==> src/rtl/mips_pkg.sv <==
// Purpose: shared MDU constants: funct codes, FSM state enum, widths, magnitude helper.
// Latency: n/a (package).
// Backpressure: n/a (package).
package mips_pkg;

  localparam int XLEN      = 32;
  localparam int MDU_ITERS = 32;

  localparam logic [5:0] FN_MULT  = 6'b011000;
  localparam logic [5:0] FN_MULTU = 6'b011001;
  localparam logic [5:0] FN_DIV   = 6'b011010;
  localparam logic [5:0] FN_DIVU  = 6'b011011;
  localparam logic [5:0] FN_MTHI  = 6'b010001;
  localparam logic [5:0] FN_MTLO  = 6'b010011;

  typedef enum logic [1:0] {
    IDLE = 2'd0,
    CALC = 2'd1,
    DONE = 2'd2
  } mdu_state_t;

  // Absolute value when the operand is interpreted as signed, pass-through otherwise.
  function automatic logic [XLEN-1:0] mag(input logic [XLEN-1:0] v, input logic is_signed);
    return (is_signed && v[XLEN-1]) ? -v : v;
  endfunction

endpackage

==> src/rtl/mdu_divider.sv <==
// Purpose: restoring unsigned divider on operand magnitudes, one quotient bit per i_step.
// Latency: 32 steps after i_load; o_quo/o_rem valid once the last step has been taken.
// Backpressure: none; the caller sequences i_load/i_step.
// Ports: clk, rst_n (async active-low); i_load latches i_dividend/i_divisor;
//        i_step runs one iteration; o_quo/o_rem are the running quotient/remainder.
module mdu_divider
  import mips_pkg::*;
(
  input  logic            clk,
  input  logic            rst_n,
  input  logic            i_load,
  input  logic            i_step,
  input  logic [XLEN-1:0] i_dividend,
  input  logic [XLEN-1:0] i_divisor,
  output logic [XLEN-1:0] o_quo,
  output logic [XLEN-1:0] o_rem
);

  logic [XLEN-1:0] r_rem;
  logic [XLEN-1:0] r_quo;
  logic [XLEN-1:0] r_dvs;

  // Partial remainder shifted left with the next dividend bit (the dividend
  // bits are consumed from the top of r_quo while quotient bits enter below).
  logic [XLEN:0]   w_shift;
  logic [XLEN+1:0] w_diff;
  logic            w_ge;

  assign w_shift = {r_rem, r_quo[XLEN-1]};
  assign w_diff  = {1'b0, w_shift} - {2'b00, r_dvs};
  assign w_ge    = ~w_diff[XLEN+1];

  always_ff @(posedge clk or negedge rst_n) begin
    if (!rst_n) begin
      r_rem <= '0;
      r_quo <= '0;
      r_dvs <= '0;
    end else if (i_load) begin
      r_rem <= '0;
      r_quo <= i_dividend;
      r_dvs <= i_divisor;
    end else if (i_step) begin
      // Divide by zero falls out naturally: every subtraction succeeds, so the
      // quotient fills with ones and the remainder collects the dividend.
      r_rem <= w_ge ? w_diff[XLEN-1:0] : w_shift[XLEN-1:0];
      r_quo <= {r_quo[XLEN-2:0], w_ge};
    end
  end

  assign o_quo = r_quo;
  assign o_rem = r_rem;

endmodule

==> src/rtl/mdu.sv <==
// Purpose: MIPS multiply/divide unit with HI/LO; shift-add multiply, optional divide (MDU_DIV_EN).
// Latency: start accepted at edge 0, hi/lo written and done pulsed at edge 33; MTHI/MTLO in one edge.
// Backpressure: busy high in CALC/DONE; start ignored while busy; flush aborts CALC.
// Ports: clk, rst_n (async active-low), start, f (funct), rs_val, rt_val, flush;
//        busy, done, hi, lo. Macro MDU_DIV_EN adds the DIV/DIVU path.
module mdu
  import mips_pkg::*;
(
  input  logic            clk,
  input  logic            rst_n,
  input  logic            start,
  input  logic [5:0]      f,
  input  logic [XLEN-1:0] rs_val,
  input  logic [XLEN-1:0] rt_val,
  input  logic            flush,
  output logic            busy,
  output logic            done,
  output logic [XLEN-1:0] hi,
  output logic [XLEN-1:0] lo
);

  localparam logic [5:0] CNT_LAST = 6'(MDU_ITERS);

  mdu_state_t        r_state, w_state_nxt;
  logic [5:0]        r_cnt;
  logic [2*XLEN-1:0] r_prod;
  logic [XLEN-1:0]   r_mcand;
  logic              r_neg;
  logic [XLEN-1:0]   r_hi, r_lo;

  logic              w_is_mul, w_is_div, w_mul_signed;
  logic              w_accept, w_iter, w_finish;
  logic [XLEN:0]     w_mul_sum;
  logic [2*XLEN-1:0] w_mul_res;
  logic [XLEN-1:0]   w_res_hi, w_res_lo;

  assign w_is_mul     = (f == FN_MULT) || (f == FN_MULTU);
  assign w_mul_signed = (f == FN_MULT);
  assign w_accept     = (r_state == IDLE) && start && (w_is_mul || w_is_div);
  // Edges 1..32 iterate; edge 33 (counter at 32) applies sign fix-up and commits.
  assign w_iter       = (r_state == CALC) && !flush && (r_cnt != CNT_LAST);
  assign w_finish     = (r_state == CALC) && !flush && (r_cnt == CNT_LAST);

  always_ff @(posedge clk or negedge rst_n) begin
    if (!rst_n) r_state <= IDLE;
    else        r_state <= w_state_nxt;
  end

  always_comb begin
    w_state_nxt = r_state;
    busy        = 1'b0;
    done        = 1'b0;
    case (r_state)
      IDLE: if (w_accept) w_state_nxt = CALC;
      CALC: begin
        busy = 1'b1;
        if (flush)                  w_state_nxt = IDLE;
        else if (r_cnt == CNT_LAST) w_state_nxt = DONE;
      end
      DONE: begin
        busy        = 1'b1;
        done        = 1'b1;
        w_state_nxt = IDLE;
      end
      default: w_state_nxt = IDLE;
    endcase
  end

  // Radix-2 shift-add on magnitudes: low half holds the unconsumed multiplier,
  // high half accumulates; each step adds the multiplicand if the LSB is set.
  assign w_mul_sum = {1'b0, r_prod[2*XLEN-1:XLEN]} + (r_prod[0] ? {1'b0, r_mcand} : '0);
  assign w_mul_res = r_neg ? -r_prod : r_prod;

  always_ff @(posedge clk or negedge rst_n) begin
    if (!rst_n) begin
      r_cnt   <= '0;
      r_prod  <= '0;
      r_mcand <= '0;
      r_neg   <= 1'b0;
    end else if (w_accept) begin
      r_cnt   <= '0;
      r_prod  <= {{XLEN{1'b0}}, mag(rt_val, w_mul_signed)};
      r_mcand <= mag(rs_val, w_mul_signed);
      r_neg   <= w_mul_signed && (rs_val[XLEN-1] ^ rt_val[XLEN-1]);
    end else if (w_iter) begin
      r_cnt   <= r_cnt + 6'd1;
      r_prod  <= {w_mul_sum, r_prod[XLEN-1:1]};
    end
  end

`ifdef MDU_DIV_EN
  logic            w_div_signed;
  logic [XLEN-1:0] w_quo, w_rem, w_div_q, w_div_r;
  logic            r_is_div, r_negq, r_negr, r_dz;
  logic [XLEN-1:0] r_rs;

  assign w_is_div     = (f == FN_DIV) || (f == FN_DIVU);
  assign w_div_signed = (f == FN_DIV);

  always_ff @(posedge clk or negedge rst_n) begin
    if (!rst_n) begin
      r_is_div <= 1'b0;
      r_negq   <= 1'b0;
      r_negr   <= 1'b0;
      r_dz     <= 1'b0;
      r_rs     <= '0;
    end else if (w_accept) begin
      r_is_div <= w_is_div;
      r_negq   <= w_div_signed && (rs_val[XLEN-1] ^ rt_val[XLEN-1]);
      r_negr   <= w_div_signed && rs_val[XLEN-1];
      r_dz     <= (rt_val == '0);
      r_rs     <= rs_val;
    end
  end

  mdu_divider u_div (
    .clk        (clk),
    .rst_n      (rst_n),
    .i_load     (w_accept && w_is_div),
    .i_step     (w_iter && r_is_div),
    .i_dividend (mag(rs_val, w_div_signed)),
    .i_divisor  (mag(rt_val, w_div_signed)),
    .o_quo      (w_quo),
    .o_rem      (w_rem)
  );

  assign w_div_q = r_negq ? -w_quo : w_quo;
  assign w_div_r = r_negr ? -w_rem : w_rem;
  // Divide by zero bypasses sign fix-up so signed and unsigned agree.
  assign w_res_lo = !r_is_div ? w_mul_res[XLEN-1:0]      : (r_dz ? '1   : w_div_q);
  assign w_res_hi = !r_is_div ? w_mul_res[2*XLEN-1:XLEN] : (r_dz ? r_rs : w_div_r);
`else
  assign w_is_div = 1'b0;
  assign w_res_lo = w_mul_res[XLEN-1:0];
  assign w_res_hi = w_mul_res[2*XLEN-1:XLEN];
`endif

  always_ff @(posedge clk or negedge rst_n) begin
    if (!rst_n) begin
      r_hi <= '0;
      r_lo <= '0;
    end else if (w_finish) begin
      r_hi <= w_res_hi;
      r_lo <= w_res_lo;
    end else if ((r_state == IDLE) && start) begin
      if (f == FN_MTHI) r_hi <= rs_val;
      if (f == FN_MTLO) r_lo <= rs_val;
    end
  end

  assign hi = r_hi;
  assign lo = r_lo;

endmodule

==> config.mk <==
export PLATFORM = sky130hd
export DESIGN_NAME = mdu
export DESIGN_NICKNAME = d
export VERILOG_FILES = /design/src/rtl/mips_pkg.sv /design/src/rtl/mdu_divider.sv /design/src/rtl/mdu.sv
export SDC_FILE = /design/constraint.sdc
export NUM_CORES = 1
export LEC_CHECK = 0
export CORE_MARGIN = 3
export CORE_UTILIZATION = 52
export DETAILED_ROUTE_END_ITERATION = 10
export PLACE_DENSITY = 0.78
export SLEW_MARGIN = 20
export SYNTH_ARGS = -nofsm -noshare
export SYNTH_HDL_FRONTEND = slang
export SYNTH_HIERARCHICAL = 1
export SYNTH_SLANG_ARGS = --single-unit
==> constraint.sdc <==
create_clock -name clk -period 3.31 [get_ports clk]
set_input_delay 0.331 -clock clk [delete_from_list [all_inputs] [get_ports clk]]
set_output_delay 0.331 -clock clk [all_outputs]
set_load 0.02 [all_outputs]
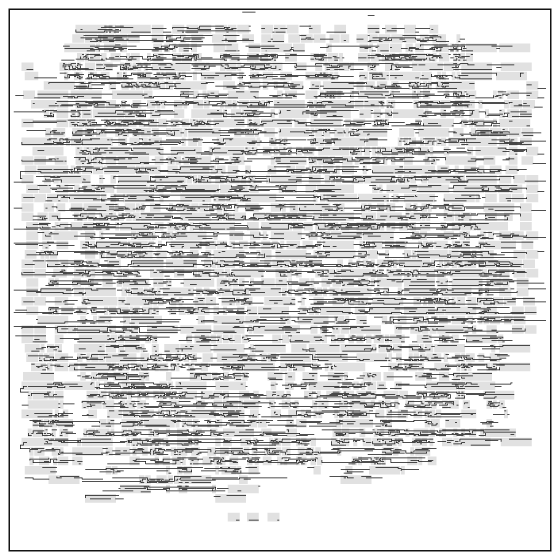
*Metal 1, run 1*
nets with wire on the layer	1580
wire length on this layer	14900 um
share of all routed wire	41%
longest straight run	37.3 um

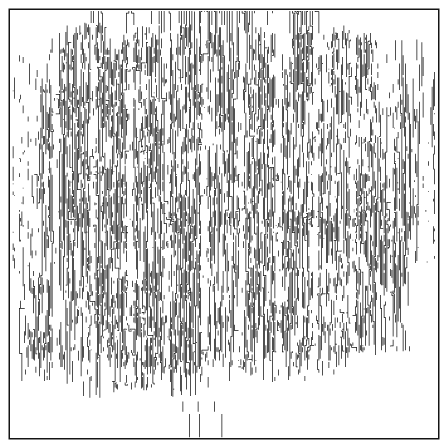
*Metal 2, run 1*
share of all routed wire	48%
longest straight run	50.7 um
main direction	vertical
nets with wire on the layer	1451
wire length on this layer	17200 um

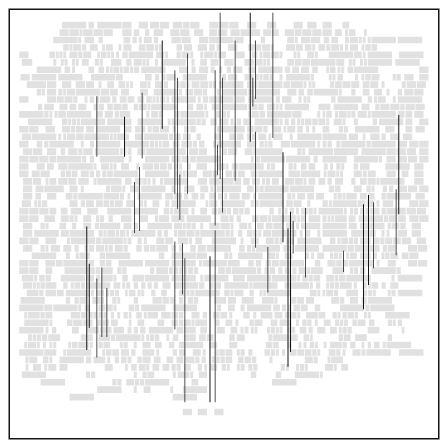
*Signal wires on met4, run 1*
wire length on this layer	1390 um
main direction	vertical
share of all routed wire	3.9%
longest straight run	62.6 um

==> notes.md, run 1 <==
State of the implementation.

- Per the synth stats, the proportion of register bits with asynchronous set or reset is 100.0%.
- The routed layout reports a DRC error count of 0.
- The cell that appears most often on the critical path is sky130_fd_sc_hd__or4_4.
- The reported max-cap violation count is 0, for reference.
- The TritonCTS clock tree is built, for reference.
- The shortest period the worst path allows is 3.182 ns, for reference.
- The die width is between 150 and 200 um, for reference.
- Once detail routing completed, the nets flagged for antenna violations numbered 0.
- The global-route met1 utilization is ~38%, for reference.
- The number of hold buffers added after CTS was 1.
- The tool warning count for the run is 32.
- The maximum number of pins on one net before global-route repair is 138, for reference.
- The required time at the worst-slack endpoint is between 3 and 4 ns, for reference.
- Per the post-synthesis report, the number of cells in the design is ~1.4k.
- The maximum fanout count along the critical path is 7, for reference.
- The met2 usage in global routing is between 40% and 50%, for reference.
- In this run, post-CTS repair resized a total of 2 instances.
- Sorting the synthesized cells by area gives the leading types as sky130_fd_sc_hd__dfrtp_1, sky130_fd_sc_hd__xnor2_1, sky130_fd_sc_hd__nand2_1.
- Registers take approximately 4200 um2.
- The flow ran to the end, and the final reports show no timing, DRC or antenna violations.
- The busiest metal layer after global routing is met2, for reference.
- Counting the warning lines in the Yosys log gives 6.
- The final clock period utilization by the worst path is between 90% and 100%, for reference.
- At the later pin of the worst-skew pair, clock insertion delay measures around 0.44 ns.
- For this design the top-level I/O count stands at roughly 140.
- Cells fill between 60% and 70% of the core in the end.
- Setup repair after global routing could not meet its margin everywhere.
- Per the cell usage report, the commonest logic cells after layout are sky130_fd_sc_hd__nand2_1, sky130_fd_sc_hd__dfrtp_1, sky130_fd_sc_hd__nor2_1.
- The worst setup path startpoint is r_prod[22], for reference.
-- run 1: metrics by stage --
step           total power, W  instance area [um2]  instances  worst slack [ns]
2_1_floorplan        0.005425                11780       1439            0.1248
3_3_place_gp         0.006792                13950       1864        -0.0005482
3_5_place_dp         0.006899                13950       1864           -0.1977
4_1_cts              0.008940                14550       1897          0.009639
5_1_grt              0.009518                14570       1897          -0.01488
6_report             0.008993                14570       1897            0.1284
-- run 1: state kept, by name, indices dropped and copies added (netlist names) --
name / count
hi: 32
r_mcand: 32
r_cnt: 6
r_state: 2
lo: 32
r_prod: 64
r_neg: 1
-- run 1: area by class of cell --
cell class | count | area share, %
well taps | 280 | 2.404
flip-flops and latches | 169 | 29.03
multi-input cells | 1162 | 49.42
inverters | 23 | 0.5925
repair buffers | 231 | 14.57
clock inverters | 15 | 1.056
clock buffers | 17 | 2.920
-- run 1: cells by family (layout without fill, tap and decap cells) --
group           count (synthesis)  in the layout  synth area share (%)
fa+ha+maj                      41             41                 4.419
xor+xnor                      144            144                 10.71
buf+inv                       108            286                 3.474
mux                            63             63                 5.566
compound gates                371            371                 18.76
flops                         169            169                 35.90
simple gates                  543            543                 21.17
-- run 1: where the power goes --
group          leakage (nW)  internal, W  switching (W)
Clock                 0.275      0.00111       0.000896
Sequential             2.21      0.00264       0.000723
Combinational          3.99      0.00167        0.00196
-- run 1: final timing paths --
path / cells after the start / slack [ns] / endpoint
min in group clk: 2 / 0.48 / r_mcand[26]
setup reg to reg: 8 / 0.13 / hi[30]
setup / recovery: 8 / 0.13 / hi[30]
max in group asynchronous: 3 / 2.02 / hi[8]
hold / removal: 2 / 0.42 / r_prod[25]
hold reg to reg: 2 / 0.48 / r_mcand[26]
## Run 2: what changed since run 1
- SLEW_MARGIN: 20 -> default
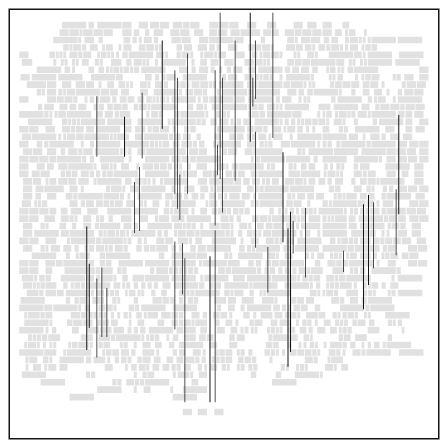
*Signal wires on met4, run 2*
main direction	vertical
wire length on this layer	1390 um
longest straight run	62.6 um

==> notes.md, run 2 <==
State of the implementation.

- The run finished with clean final reports.
- The shortest period the worst path allows came to 3.182 ns (unchanged).
- The post-synthesis xor/xnor area fraction is 10.71% (unchanged), for reference.
- The depth of the worst register-to-register path is 8 (unchanged).
- The count of warning messages emitted by the tools is 32 (unchanged), for reference.
- The end of the critical path is hi[30], for reference.
- The cell occurring most often along the worst timing path is sky130_fd_sc_hd__or4_4, for reference.
- The final clock period utilization by the worst path was 96.12% (unchanged).
- The total non-filler cell area in the finished layout is 14570 um2 (unchanged), for reference.
- The filler-free cell count of the finished design is 1897 (unchanged).
- The fraction of registers with async set/reset came to 100.0% (unchanged).
- The clock network fraction of total power is 22.3% (about the same), for reference.
- The cell area after placement is 13950 um2 (unchanged).
- The final design utilization is 66.15% (unchanged), for reference.
- The share of power burned in combinational logic is 40.3% (about the same), for reference.
- The die width was 156.5 um (unchanged).
- The maximum number of pins on one net before global-route repair was 138 (unchanged).
- Setup repair after global routing could not meet its margin everywhere.
- The share of synthesized cell area in and, or, nand and nor gates is 21.17% (unchanged), for reference.
- Ranked by flip-flop count, first place goes to r_prod.
[run 2: cell counts after synthesis]
No cell type changed its count.
[run 2: per-stage QoR]
| step | setup WS [ns] | power, W |
|---|---|---|
| 2_1_floorplan | 0.1248 | 0.005425 |
| 3_3_place_gp | -0.0005482 | 0.006792 |
| 3_5_place_dp | -0.1977 | 0.006899 |
| 4_1_cts | 0.009639 | 0.008940 |
| 5_1_grt | -0.01488 | 0.009518 |
| 6_report | 0.1284 | 0.008993 |
[run 2: metal layers]
| metal | part of all wire [%] | track usage [%] | vias to the layer above |
|---|---|---|---|
| li1 | - | - | 5391 |
| met1 | 41 | 37.71 | 5464 |
| met2 | 48 | 47.77 | 492 |
| met3 | 7.2 | 6.222 | 91 |
| met4 | 3.9 | 12.51 | 0 |
| met5 | 0 | 0 | - |
[run 2: repair_timing]
item | in CTS | in global routing
pin swaps | 0 | 0
hold buffers | 1 | 0
endpoints found under the hold margin | 50 | 0
gates resized | 2 | 6
endpoints found under the setup margin | 2 | 11
[run 2: area by class of cell]
type / count / area [um2] / share of cell area [%]
Multi-Input combinational cell: 1162 / 7201 / 49.42
Timing Repair Buffer: 231 / 2123 / 14.57
Clock inverter: 15 / 153.9 / 1.056
Clock buffer: 17 / 425.4 / 2.920
Tap cell: 280 / 350.3 / 2.404
Sequential cell: 169 / 4230 / 29.03
Inverter: 23 / 86.33 / 0.5925
[run 2: power by group through the flow]
| stage | Sequential [W] | Clock (W) | Combinational, W |
|---|---|---|---|
| floorplan | 0.00329 | 0 | 0.00213 |
| global placement | 0.00333 | 0 | 0.00346 |
| detailed placement | 0.00334 | 0 | 0.00355 |
| CTS | 0.00332 | 0.00202 | 0.00360 |
| global route | 0.00341 | 0.00210 | 0.00400 |
| finish | 0.00336 | 0.00201 | 0.00363 |
Power and IR drop assume default switching activity.
